**config.mk**
```make
export PLATFORM = sky130hd
export DESIGN_NAME = updown_ctrl
export DESIGN_NICKNAME = d
export VERILOG_FILES = /design/src/rtl/updown_pkg.sv /design/src/rtl/updown_ctrl_btn_debounce.sv /design/src/rtl/updown_ctrl.sv
export SDC_FILE = /design/constraint.sdc
export NUM_CORES = 1
export LEC_CHECK = 0
export CORE_MARGIN = 10
export CORE_UTILIZATION = 60
export CTS_BUF_LIST = sky130_fd_sc_hd__clkbuf_8 sky130_fd_sc_hd__clkbuf_16
export CTS_CLUSTER_DIAMETER = 50
export DETAILED_ROUTE_END_ITERATION = 12
export GPL_TIMING_DRIVEN = 1
export PLACE_DENSITY = 0.79
export SYNTH_ARGS = -nofsm -noshare
export SYNTH_HDL_FRONTEND = slang
export SYNTH_SLANG_ARGS = --single-unit
```
**constraint.sdc**
```tcl
create_clock -name CLK -period 3.3 [get_ports CLK]
set_clock_uncertainty 0.15 [all_clocks]
set_input_delay 0.99 -clock CLK [delete_from_list [all_inputs] [get_ports CLK]]
set_output_delay 0.99 -clock CLK [all_outputs]
set_load 0.02 [all_outputs]
```
**src/rtl/updown_pkg.sv**
```systemverilog
// Shared encodings for the up/down run controller: FSM states and mode-digit patterns.
package updown_pkg;

    typedef enum logic [1:0] {
        ST_IDLE   = 2'd0,
        ST_RUN_UP = 2'd1,
        ST_RUN_DN = 2'd2,
        ST_PAUSE  = 2'd3
    } state_t;

    // Segment patterns, bit6..bit0, active-high.
    localparam logic [6:0] SEG_BLANK = 7'b0000000;
    localparam logic [6:0] SEG_U     = 7'b0111110;
    localparam logic [6:0] SEG_D     = 7'b1011110;
    localparam logic [6:0] SEG_DASH  = 7'b1000000;

    function automatic logic [6:0] seg_for_state(state_t s);
        logic [6:0] seg;
        case (s)
            ST_RUN_UP: seg = SEG_U;
            ST_RUN_DN: seg = SEG_D;
            ST_PAUSE:  seg = SEG_DASH;
            default:   seg = SEG_BLANK;
        endcase
        return seg;
    endfunction

    function automatic logic is_run(state_t s);
        return (s == ST_RUN_UP) || (s == ST_RUN_DN);
    endfunction

endpackage

```
**src/rtl/updown_ctrl_btn_debounce.sv**
```systemverilog
// Button conditioner: 2-FF synchroniser, stability counter and a one-cycle press
// pulse on each qualified rising edge of the debounced level.
module btn_debounce
    import updown_pkg::*;
#(
    parameter int DB_CYCLES = 1_000_000
) (
    input  logic CLK,
    input  logic rst,
    input  logic btn_raw,
    output logic press
);

    localparam int CW = (DB_CYCLES > 1) ? $clog2(DB_CYCLES) : 1;
    localparam logic [CW-1:0] CNT_LAST = CW'(DB_CYCLES - 1);

    logic          sync1_q, sync1_d;
    logic          sync2_q, sync2_d;
    logic [1:0]    fill_q, fill_d;
    logic          armed_q, armed_d;
    logic          level_q, level_d;
    logic          level_dly_q, level_dly_d;
    logic          press_q, press_d;
    logic [CW-1:0] cnt_q, cnt_d;

    // Next-state logic for synchroniser, stability counter and press detector.
    // fill_q marks when sync2_q holds a real sample rather than its reset value;
    // armed_q stays low until a genuine released sample is seen, so a button held
    // through reset cannot produce a press when its level re-qualifies.
    always_comb begin
        sync1_d     = btn_raw;
        sync2_d     = sync1_q;
        fill_d      = {fill_q[0], 1'b1};
        armed_d     = armed_q | (fill_q[1] & ~sync2_q);
        level_d     = level_q;
        level_dly_d = level_q;
        cnt_d       = '0;
        if (sync2_q != level_q) begin
            if (cnt_q == CNT_LAST) begin
                level_d = ~level_q;
            end else begin
                cnt_d = cnt_q + 1'b1;
            end
        end
        press_d = armed_q & level_q & ~level_dly_q;
    end

    // State registers, synchronous reset.
    always_ff @(posedge CLK) begin
        if (rst) begin
            sync1_q     <= 1'b0;
            sync2_q     <= 1'b0;
            fill_q      <= 2'b00;
            armed_q     <= 1'b0;
            level_q     <= 1'b0;
            level_dly_q <= 1'b0;
            press_q     <= 1'b0;
            cnt_q       <= '0;
        end else begin
            sync1_q     <= sync1_d;
            sync2_q     <= sync2_d;
            fill_q      <= fill_d;
            armed_q     <= armed_d;
            level_q     <= level_d;
            level_dly_q <= level_dly_d;
            press_q     <= press_d;
            cnt_q       <= cnt_d;
        end
    end

    assign press = press_q;

endmodule

```
**src/rtl/updown_ctrl.sv**
```systemverilog
// Run/direction controller for the 4-bit up/down counter: debounces the three
// buttons, runs the run/pause/direction FSM, paces counting with a tick divider
// and drives the mode digit.
//
//   state     | meaning
//   ----------+------------------------------------------------
//   ST_IDLE   | cleared, not counting, digit blank
//   ST_RUN_UP | counting up on every divider tick, digit "U"
//   ST_RUN_DN | counting down on every divider tick, digit "d"
//   ST_PAUSE  | holding value, dir still toggleable, digit "-"
module updown_ctrl
    import updown_pkg::*;
#(
    parameter int DIV       = 50_000_000,
    parameter int DB_CYCLES = 1_000_000,
    parameter int WRAP      = 1
) (
    input  logic       CLK,
    input  logic       rst,
    input  logic       btn_run,
    input  logic       btn_dir,
    input  logic       btn_clr,
    input  logic [3:0] cnt_val,
    output logic       cnt_en,
    output logic       cnt_up,
    output logic       cnt_clr,
    output logic [1:0] state,
    output logic [6:0] segment,
    output logic       digit
);

    localparam int DW = (DIV > 2) ? $clog2(DIV) : 1;
    localparam logic [DW-1:0] DIV_LAST = DW'(DIV - 1);

    logic press_run, press_dir, press_clr;

    btn_debounce #(.DB_CYCLES(DB_CYCLES)) u_db_run (
        .CLK     (CLK),
        .rst     (rst),
        .btn_raw (btn_run),
        .press   (press_run)
    );

    btn_debounce #(.DB_CYCLES(DB_CYCLES)) u_db_dir (
        .CLK     (CLK),
        .rst     (rst),
        .btn_raw (btn_dir),
        .press   (press_dir)
    );

    btn_debounce #(.DB_CYCLES(DB_CYCLES)) u_db_clr (
        .CLK     (CLK),
        .rst     (rst),
        .btn_raw (btn_clr),
        .press   (press_clr)
    );

    state_t        state_q, state_d;
    logic          dir_q, dir_d;
    logic [DW-1:0] div_q, div_d;
    logic          cnt_en_q, cnt_en_d;
    logic          cnt_clr_q, cnt_clr_d;
    logic [6:0]    seg_q, seg_d;
    logic          digit_q, digit_d;
    logic          at_limit;

    assign at_limit = ((state_q == ST_RUN_UP) && (cnt_val == 4'hF)) ||
                      ((state_q == ST_RUN_DN) && (cnt_val == 4'h0));

    // Next state, divider and strobes. Presses take precedence over a tick in
    // the same cycle; every press that is acted on restarts the divider so the
    // first tick of a new run segment lands a full DIV cycles later.
    always_comb begin
        state_d   = state_q;
        dir_d     = dir_q;
        div_d     = div_q;
        cnt_en_d  = 1'b0;
        cnt_clr_d = 1'b0;
        if (press_clr) begin
            cnt_clr_d = 1'b1;
            state_d   = ST_IDLE;
            div_d     = '0;
        end else if (press_run) begin
            div_d = '0;
            case (state_q)
                ST_IDLE, ST_PAUSE: state_d = dir_q ? ST_RUN_UP : ST_RUN_DN;
                default:           state_d = ST_PAUSE;
            endcase
        end else if (press_dir) begin
            dir_d = ~dir_q;
            div_d = '0;
            case (state_q)
                ST_RUN_UP: state_d = ST_RUN_DN;
                ST_RUN_DN: state_d = ST_RUN_UP;
                default:   state_d = state_q;
            endcase
        end else if (is_run(state_q)) begin
            if (div_q == DIV_LAST) begin
                div_d = '0;
                if ((WRAP == 0) && at_limit) begin
                    state_d = ST_PAUSE;
                end else begin
                    cnt_en_d = 1'b1;
                end
            end else begin
                div_d = div_q + 1'b1;
            end
        end else begin
            div_d = '0;
        end
        seg_d   = seg_for_state(state_d);
        digit_d = |seg_d;
    end

    // Controller registers, synchronous active-high reset.
    always_ff @(posedge CLK) begin
        if (rst) begin
            state_q   <= ST_IDLE;
            dir_q     <= 1'b1;
            div_q     <= '0;
            cnt_en_q  <= 1'b0;
            cnt_clr_q <= 1'b0;
            seg_q     <= SEG_BLANK;
            digit_q   <= 1'b0;
        end else begin
            state_q   <= state_d;
            dir_q     <= dir_d;
            div_q     <= div_d;
            cnt_en_q  <= cnt_en_d;
            cnt_clr_q <= cnt_clr_d;
            seg_q     <= seg_d;
            digit_q   <= digit_d;
        end
    end

    assign state   = state_q;
    assign cnt_up  = dir_q;
    assign cnt_en  = cnt_en_q;
    assign cnt_clr = cnt_clr_q;
    assign segment = seg_q;
    assign digit   = digit_q;

endmodule

```
Fig. 1: metal 3
Bar = 20 um.
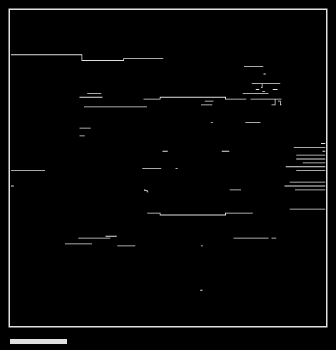
- wire length on this layer: 413 um
- nets with wire on the layer: 39
- longest straight run: 24.8 um
- main direction: horizontal
- share of all routed wire: 4.3%
met3 global-route usage: 0.0471
Routed WL: 9600 um
via count: 4001

Fig. 2: routing congestion
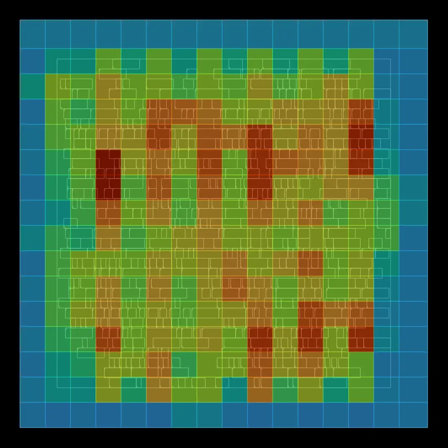
busiest grt layer: met2
post-layout util: 0.707
met2 Resource Use GR: 0.259
Wirelength per Cell: 13.8 um
GR Util met1: 0.180

==> flow_summary.json <==
{
  "clockRootBuffer": "clkbuf_8",
  "rsz0062_at_grt": "no",
  "portBuffers": 16,
  "drv_cap": 0,
  "via_per_inst": 5.73,
  "status": "complete, no violations",
  "r2r_start": "div_q[3]",
  "finalCritPeriodShare": 0.820,
  "grt.total_usage": 0.155,
  "layout.nets": 601,
  "crit_path_start_kind": "flop",
  "synth_area_sq_mm": 0.00500,
  "fp.dieH_um": 111,
  "cts_inserted_buffers": 17,
  "die_w_um": 111,
  "arrival_ns": 1.57,
  "crit_path_end": "state[1]",
  "flop_cell": "dfxtp_1",
  "nFillCells": 632,
  "worst_slew_pin_slew_ns": 0.565,
  "synthArstFlopShare": 0,
  "tns_ns": 0,
  "dp_cells": 669,
  "place_hpwl_um": 6320,
  "antenna_left": 0,
  "clockBufferDepth": 2,
  "crit_required_ns": 2.16,
  "drc_errors": 0,
  "grt_pass1_wl_um": 16600,
  "antenna_found_initial": 0,
  "drive_above_1_share": 0.0607
}
Fig. 3: met4 routing
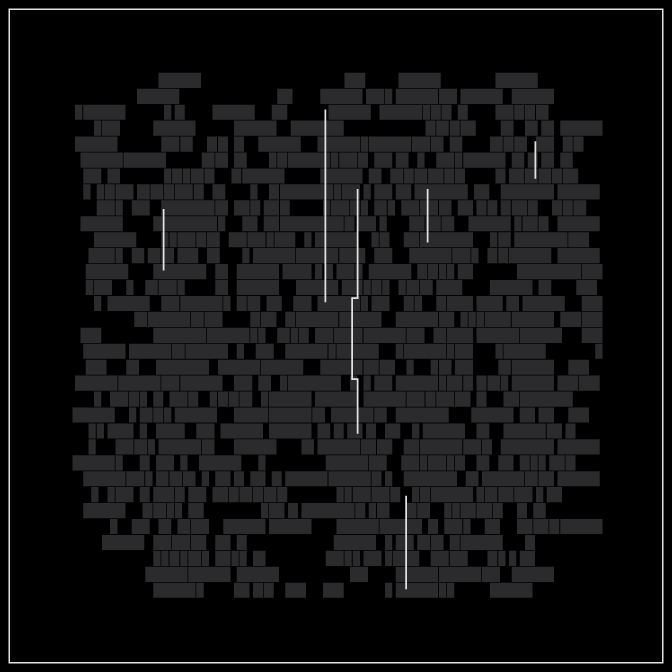
- nets with wire on the layer: 4
- share of all routed wire: 1.2%
- wire length on this layer: 117 um
- main direction: vertical

==> flip-flops by register name, summed over array words and instances, names as in the netlist, 2 cells and up <==
name	count
state	2
u_db_run.cnt_q	20
segment	3
u_db_dir.cnt_q	20
u_db_clr.cnt_q	20
div_q	26
==> placed cells by master (no fill, tap or decap), types with 20 or more instances in the layout <==
master   count
o21ai_0     20
nand3_1     29
dfxtp_1    115
or4_1       21
a21oi_1     36
nand2_1     28
inv_1       22
nand4_1     27
xnor2_1     27
nor2_1      70
xor2_1      25
==> cell families after synthesis <==
group	share of synthesized area
DFF	0.460
buffers and inverters	0.0405
and+or+nand+nor	0.292
xor gates and xnor gates	0.0911
adders and majority gates	0.0225
other	0.000750
AOI/OAI and AO/OA	0.0928
==> power by group <==
part           internal [uW]  leakage (uW)  switching (uW)  total [uW]
Sequential              1400      0.000929            4.29        1400
Combinational           11.7      0.000602            18.2        29.9
Clock                   1170      0.000271             598        1770
Total                   2580       0.00180             620        3200
==> final cells by class <==
type	count	area, sq um	share of cell area
Clock buffer	19	442	0.0765
Multi-Input combinational cell	408	2500	0.432
Clock inverter	10	136	0.0236
Inverter	21	78.8	0.0136
Tap cell	105	131	0.0227
Sequential cell	115	2300	0.399
Timing Repair Buffer	20	190	0.0329
==> how the worst min path moves through the flow <==
stage,to,depth (start not counted)
after global routing,u_db_run.sync2_q,1
final,u_db_run.sync2_q,1
after CTS,u_db_dir.fill_q[1],1
after global placement,u_db_run.sync2_q,1
after detailed placement,u_db_dir.fill_q[1],1
after floorplan,u_db_dir.cnt_q[0],1
==> layer usage <==
layer | up-vias | share of wire
met1 | 1866 | 0.45
met3 | 13 | 0.043
li1 | 2041 | -
met2 | 81 | 0.49
met4 | 0 | 0.012
met5 | - | 0
No activity file was given, so power comes from the tool's default toggle rates.
